==> config.mk <==
export PLATFORM = sky130hd
export DESIGN_NAME = cap_seq
export DESIGN_NICKNAME = d
export VERILOG_FILES = /design/src/rtl/cap_seq.sv
export SDC_FILE = /design/constraint.sdc
export NUM_CORES = 1
export LEC_CHECK = 0
export CORE_UTILIZATION = 50
export CTS_CLUSTER_DIAMETER = 60
export DETAILED_ROUTE_END_ITERATION = 8
export HOLD_SLACK_MARGIN = 0.06
export MAX_ROUTING_LAYER = met4
export PLACE_DENSITY = 0.85
export SLEW_MARGIN = 20
export SYNTH_ARGS = -nofsm -noshare
export SYNTH_HDL_FRONTEND = slang
export SYNTH_SLANG_ARGS = --single-unit
==> constraint.sdc <==
create_clock -name clkin -period 4 [get_ports clkin]
set_input_delay 0.6 -clock clkin [delete_from_list [all_inputs] [get_ports clkin]]
set_output_delay 0.6 -clock clkin [all_outputs]
set_load 0.01 [all_outputs]
==> src/rtl/cap_seq.sv <==
// Capture sequencer: runs the pre/armed/post/done phases of one acquisition,
// generates the circular write address and arbitrates the SRAM port with host reads.
module cap_seq #(
  parameter int AW = 18
) (
  input  logic          clkin,
  input  logic          nrst,
  input  logic          run,
  input  logic [AW-1:0] pre_cnt,
  input  logic [AW-1:0] post_cnt,
  input  logic          smpl_req,
  input  logic          trig,
  input  logic          rd_req,
  input  logic [7:0]    rd_step,
  output logic [AW-1:0] sram_addr,
  output logic          sram_we,
  output logic          sram_re,
  output logic [AW-1:0] trig_addr,
  output logic [2:0]    state,
  output logic          done,
  output logic          wrapped
);

  localparam logic [2:0] S_IDLE  = 3'd0;
  localparam logic [2:0] S_PRE   = 3'd1;
  localparam logic [2:0] S_ARMED = 3'd2;
  localparam logic [2:0] S_POST  = 3'd3;
  localparam logic [2:0] S_DONE  = 3'd4;

  logic          run_q;
  logic          rd_pend;
  logic [AW-1:0] waddr;
  logic [AW-1:0] cnt;
  logic [AW-1:0] rd_addr;

  logic          active;
  logic          wr_go;
  logic          rd_go;
  logic [AW-1:0] waddr_inc;
  logic [AW-1:0] waddr_nx;
  logic [AW-1:0] cnt_inc;
  logic [AW-1:0] step_ext;

  // A write is only issued while a capture is live; dropping run discards it.
  assign active    = (state == S_PRE) || (state == S_ARMED) || (state == S_POST);
  assign wr_go     = smpl_req & run & active;
  assign rd_go     = (rd_pend | rd_req) & ~wr_go;
  assign waddr_inc = waddr + 1'b1;
  assign waddr_nx  = wr_go ? waddr_inc : waddr;
  assign cnt_inc   = cnt + 1'b1;
  assign step_ext  = {{(AW-8){1'b0}}, rd_step};
  assign done      = (state == S_DONE);

  always_ff @(posedge clkin or negedge nrst) begin
    if (!nrst) begin
      state     <= S_IDLE;
      run_q     <= 1'b0;
      rd_pend   <= 1'b0;
      waddr     <= '0;
      cnt       <= '0;
      rd_addr   <= '0;
      trig_addr <= '0;
      sram_addr <= '0;
      sram_we   <= 1'b0;
      sram_re   <= 1'b0;
      wrapped   <= 1'b0;
    end else begin
      run_q   <= run;
      sram_we <= wr_go;
      sram_re <= rd_go;
      if (wr_go)      sram_addr <= waddr;
      else if (rd_go) sram_addr <= rd_addr;

      // Requests arriving while a write holds the port collapse into one read.
      rd_pend <= (rd_pend | rd_req) & wr_go;
      if (rd_go) rd_addr <= rd_addr + step_ext;

      if (wr_go && (&waddr)) wrapped <= 1'b1;

      if (state != S_IDLE && !run) begin
        state <= S_IDLE;
        waddr <= '0;
      end else begin
        case (state)
          S_IDLE: begin
            if (run && !run_q) begin
              wrapped <= 1'b0;
              cnt     <= '0;
              state   <= (pre_cnt == '0) ? S_ARMED : S_PRE;
            end
          end
          S_PRE: begin
            if (wr_go) begin
              waddr <= waddr_inc;
              if (cnt_inc == pre_cnt) begin
                state <= S_ARMED;
                cnt   <= '0;
              end else begin
                cnt <= cnt_inc;
              end
            end
          end
          S_ARMED: begin
            waddr <= waddr_nx;
            // A sample coinciding with the trigger is still pre-trigger.
            if (trig) begin
              trig_addr <= waddr_nx;
              cnt       <= '0;
              if (post_cnt == '0) begin
                state   <= S_DONE;
                rd_addr <= waddr_nx - pre_cnt;
              end else begin
                state <= S_POST;
              end
            end
          end
          S_POST: begin
            if (wr_go) begin
              waddr <= waddr_inc;
              cnt   <= cnt_inc;
              if (cnt_inc == post_cnt) begin
                state   <= S_DONE;
                rd_addr <= trig_addr - pre_cnt;
              end
            end
          end
          S_DONE: ;
          default: state <= S_IDLE;
        endcase
      end
    end
  end

endmodule

### Logic cells by family

Scale: 3 px per um.
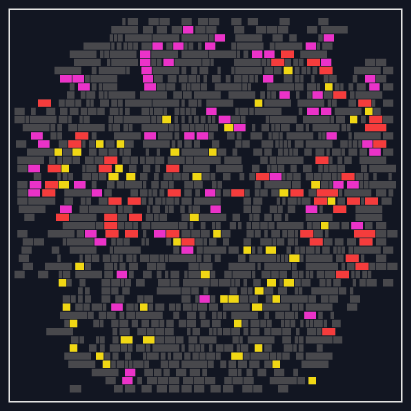
multiplexers: shown in magenta, cells 60. adder and majority cells: shown in red, cells 47. AND-OR and OR-AND gates: shown in yellow, cells 52.
combinational fraction of the cell area: 53.1%
most common logic cell in the routed design: sky130_fd_sc_hd__dfrtp_1
number of cells in the finished layout apart from fillers: 1320

### Clock nets

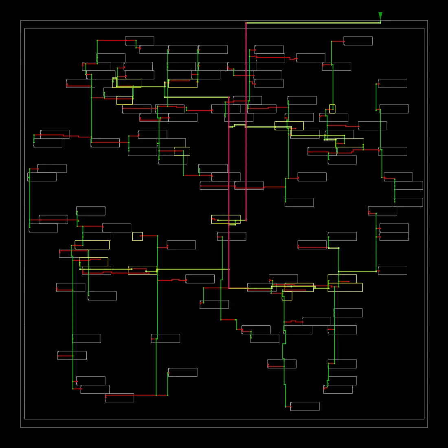
clk latency late pin: 0.36 ns
Inserted Clock Buffers: 9
worst clock skew: 0.00533 ns
number of clock buffers in the layout: 11
clock sink count: 98

### Nets reached from selected ports

Scale: 4 px per um.
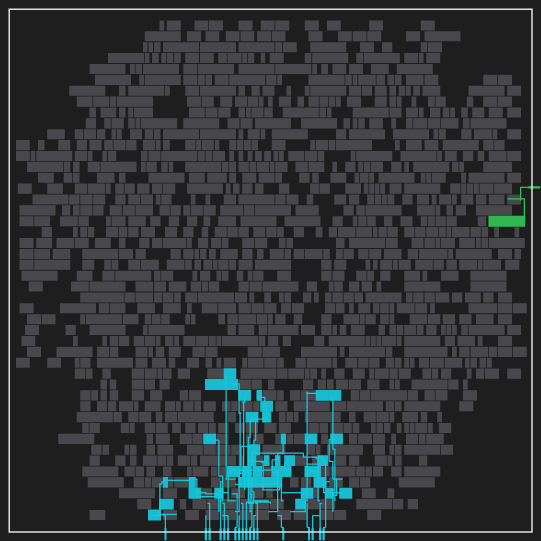
`sram_re`: shown in green, bits 1, direction output, end cells 1, buffers 1, wire 14.7 um. `post_cnt`: shown in cyan, bits 18, direction input, end cells 38, buffers 18, wire 610 um.
Port Buf Inserts: 92
number of top-level pins: 93

### Drive-strength map

Scale: 3 px per um.
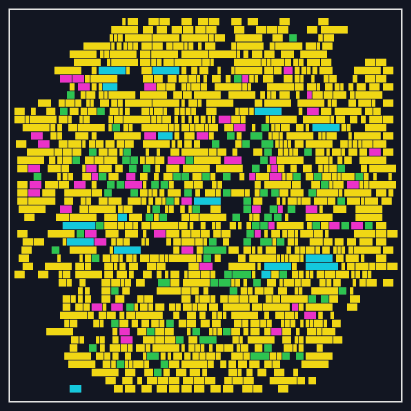
drive 2: shown in magenta, cells 51, most used mux2_2. drive 1 or less: shown in yellow, cells 932, most used dfrtp_1. drive 6 and up: shown in cyan, cells 16, most used clkbuf_16. drive 3 to 4: shown in green, cells 104, most used buf_4.
Finished Cell Area: 10300 sq um
Area growth syn-to-layout: 25.4%
number of signal-net buffers in the layout: 186

==> run notes <==
fresh numbers from the pnr run: outcome finished clean, P_leak 4.66 nW, sum of overflow across all layers after global routing 0, routed wire length 27.2 mm, Largest stage delay, worst path 0.49 ns, Final Hold Violation Tally 0, first-pass GRT wire length 42.7 mm, net count reported at finish 1195, All-Layer GR Usage 34.3%, post-synthesis async set-or-reset flop share 100%, simple share 19.1%, x dimension of the die 130 um, final setup fails 0, Top non-seq family AND-OR/OR-AND gates, synthesis warning total 0, total number of vias 8265, leading register cell type out of synthesis sky130_fd_sc_hd__dfrtp_1, maximum frequency from static timing analysis 264 MHz, synthesized instance count 948, buffer type at the clock tree root sky130_fd_sc_hd__clkbuf_16, period utilization 94.7%, Synth mux share 7.70%, Most common cell on crit path sky130_fd_sc_hd__o21ai_0, power density relative to cell area 429 nW/um^2, first drt pass iteration count 6, post-synthesis register bit count 98, Setup Crit Path Kind input port to register, Die Height 130 um, area reported by Yosys stat 8240 sq um, utilization after layout 64.5%, share of cells above drive strength 1 15.5%, worst hold-check path type input port to asynchronous set/reset pin, post-synthesis cell type count 77, cells along the critical path clkdlybuf4s50_1 -> nor2b_2 -> nand4_1 -> nor2_2 -> and4_4 -> xor2_1 -> ha_1 -> or2_2 -> a21oi_1 -> buf_4 -> a21o_1 -> o211ai_1 -> a221oi_1 -> o21ai_0 -> xnor2_1 -> o21ai_0, routed vias/inst 6.26, worst supply voltage drop on vdd 0.000262 V, R2R cell count 11, num rows 46, via count of the first global-routing pass 7912, clock-pin slew of the registers on the worst-case setup and hold paths 0.07 ns, Final WS setup 0.211 ns, CTS H-Tree Depth 3, remaining routing DRC violations 0, aoi/oai-family share of the synthesized area 19.4%, fraction of synthesized cell area in xor and xnor cells 12.2%, number of antenna-violating nets in the routed design 0, most frequent cells in the layout sky130_fd_sc_hd__dfrtp_1 (98), sky130_fd_sc_hd__buf_4 (94), sky130_fd_sc_hd__clkdlybuf4s50_1 (91), sky130_fd_sc_hd__nand2_1 (79), sky130_fd_sc_hd__o21ai_0 (74), post-synthesis instance area 8240 sq um, Max-slew headroom 28.9%, setup repair bufs after CTS 0, starting density of the core 51.5%, DIE AREA 17000 sq um, total tool warning count 26, accumulated negative setup slack 0 ns, Avg Synthesized Cell Area 8.69 sq um, R2R Path End cnt[2], count of instantiated cells in the yosys netlist 948, slew at the pin with the worst max-slew slack 1.07 ns, pin count of the biggest net entering global routing 84, minimum clock period 3.79 ns, worst-case clock buffer depth 2, fa+ha+maj area frac 7.41%, critical path fanouts, max 4, CTS tree built, endpoint class of the critical path register, Setup crit start run, critical path startpoint category input port, DR iter-0 viols 1070, Hold-fix buffers, CTS 0, antenna violations before repair 1, proportion of synthesized chip area in sequential cells 29.8%, average wire per standard cell 20.6 um, worst setup slack before clock tree synthesis -0.151 ns, Critical Path AT 4.03 ns, required arrival time at the worst endpoint 4.24 ns, total of cells resized after clock tree synthesis 0, weighted congestion at the end of routability-driven global placement 0.988
==> state kept, by name, indices dropped and copies added, names as in the netlist <==
signal / flops
waddr: 18
sram_we: 1
run_q: 1
sram_re: 1
rd_addr: 18
wrapped: 1
sram_addr: 18
state: 3
rd_pend: 1
trig_addr: 18
cnt: 18
==> cell families after synthesis <==
group | Yosys count
AND-OR/OR-AND | 246
XOR/XNOR | 111
adder cells (fa/ha/maj) | 47
buffers and inverters | 89
flip-flops | 98
multiplexers | 60
AND/OR/NAND/NOR | 297
==> per-stage QoR <==
step | hold WS (ns) | instances | area, sq um | total power [mW]
2_1_floorplan | 0.304 | 948 | 8250 | 2.58
3_3_place_gp | 0.525 | 1302 | 9930 | 3.30
3_5_place_dp | 0.532 | 1302 | 9930 | 3.36
4_1_cts | 0.503 | 1318 | 10300 | 4.38
5_1_grt | 0.358 | 1320 | 10300 | 4.66
6_report | 0.298 | 1320 | 10300 | 4.43
==> metal layers <==
metal	vias up	GRT usage, %	share of wire, %
met1	3969	43.7	41
met5	-	-	0
met2	447	54.1	46
met4	0	11.4	3.5
li1	3761	-	-
met3	88	7.22	8.9
==> synth_stat cells, types with 12 or more instances <==
library cell                n  area [sq um]
sky130_fd_sc_hd__xnor2_1   66           578
sky130_fd_sc_hd__nand4_1   13          81.3
sky130_fd_sc_hd__nor2_1    61           229
sky130_fd_sc_hd__a21oi_1   49           245
sky130_fd_sc_hd__mux2_2    27           304
sky130_fd_sc_hd__xor2_1    43           377
sky130_fd_sc_hd__o21ai_0   74           370
sky130_fd_sc_hd__nor3_1    25           125
sky130_fd_sc_hd__nand3_1   23           115
sky130_fd_sc_hd__inv_1     41           154
sky130_fd_sc_hd__clkbuf_1  27           101
sky130_fd_sc_hd__dfrtp_1   98          2450
sky130_fd_sc_hd__a21o_1    24           180
sky130_fd_sc_hd__o211ai_1  14           105
sky130_fd_sc_hd__nor4_1    18           113
sky130_fd_sc_hd__nand2_1   81           304
sky130_fd_sc_hd__ha_1      44           551
sky130_fd_sc_hd__buf_2     12          60.1
sky130_fd_sc_hd__mux2i_1   33           330
==> report_power, final <==
part | switching [mW] | internal (mW) | total [mW]
Combinational | 1.17 | 0.902 | 2.08
Sequential | 0.173 | 1.17 | 1.34
Clock | 0.424 | 0.587 | 1.01
Total | 1.77 | 2.66 | 4.43
==> critical path: cells and delay by family <==
family          cells  cell delay, ns
simple gates        5            1.08
compound gates      6            1.04
buf+inv             2            0.64
xor+xnor            2            0.38
fa+ha+maj           1            0.28
==> final cells by class <==
cell class                      count  area (sq um)
Clock inverter                      5          82.6
Sequential cell                    98          2450
Fill cell                        1361          5680
Timing Repair Buffer              186          1630
Multi-Input combinational cell    761          5480
Inverter                           42           159
Antenna cell                        1          2.50
Tap cell                          216           270
Clock buffer                       11           253
==> worst max path at each step <==
stage                  endpoint  slack [ns]  cells past startpoint
detailed placement  rd_addr[16]       -0.15                     16
floorplan           rd_addr[16]        0.02                     19
CTS                 rd_addr[16]        0.19                     18
finish              rd_addr[17]        0.21                     16
global placement    rd_addr[16]       -0.05                     18
global route        rd_addr[16]       -0.02                     17
No activity file was given, so power comes from the tool's default toggle rates.
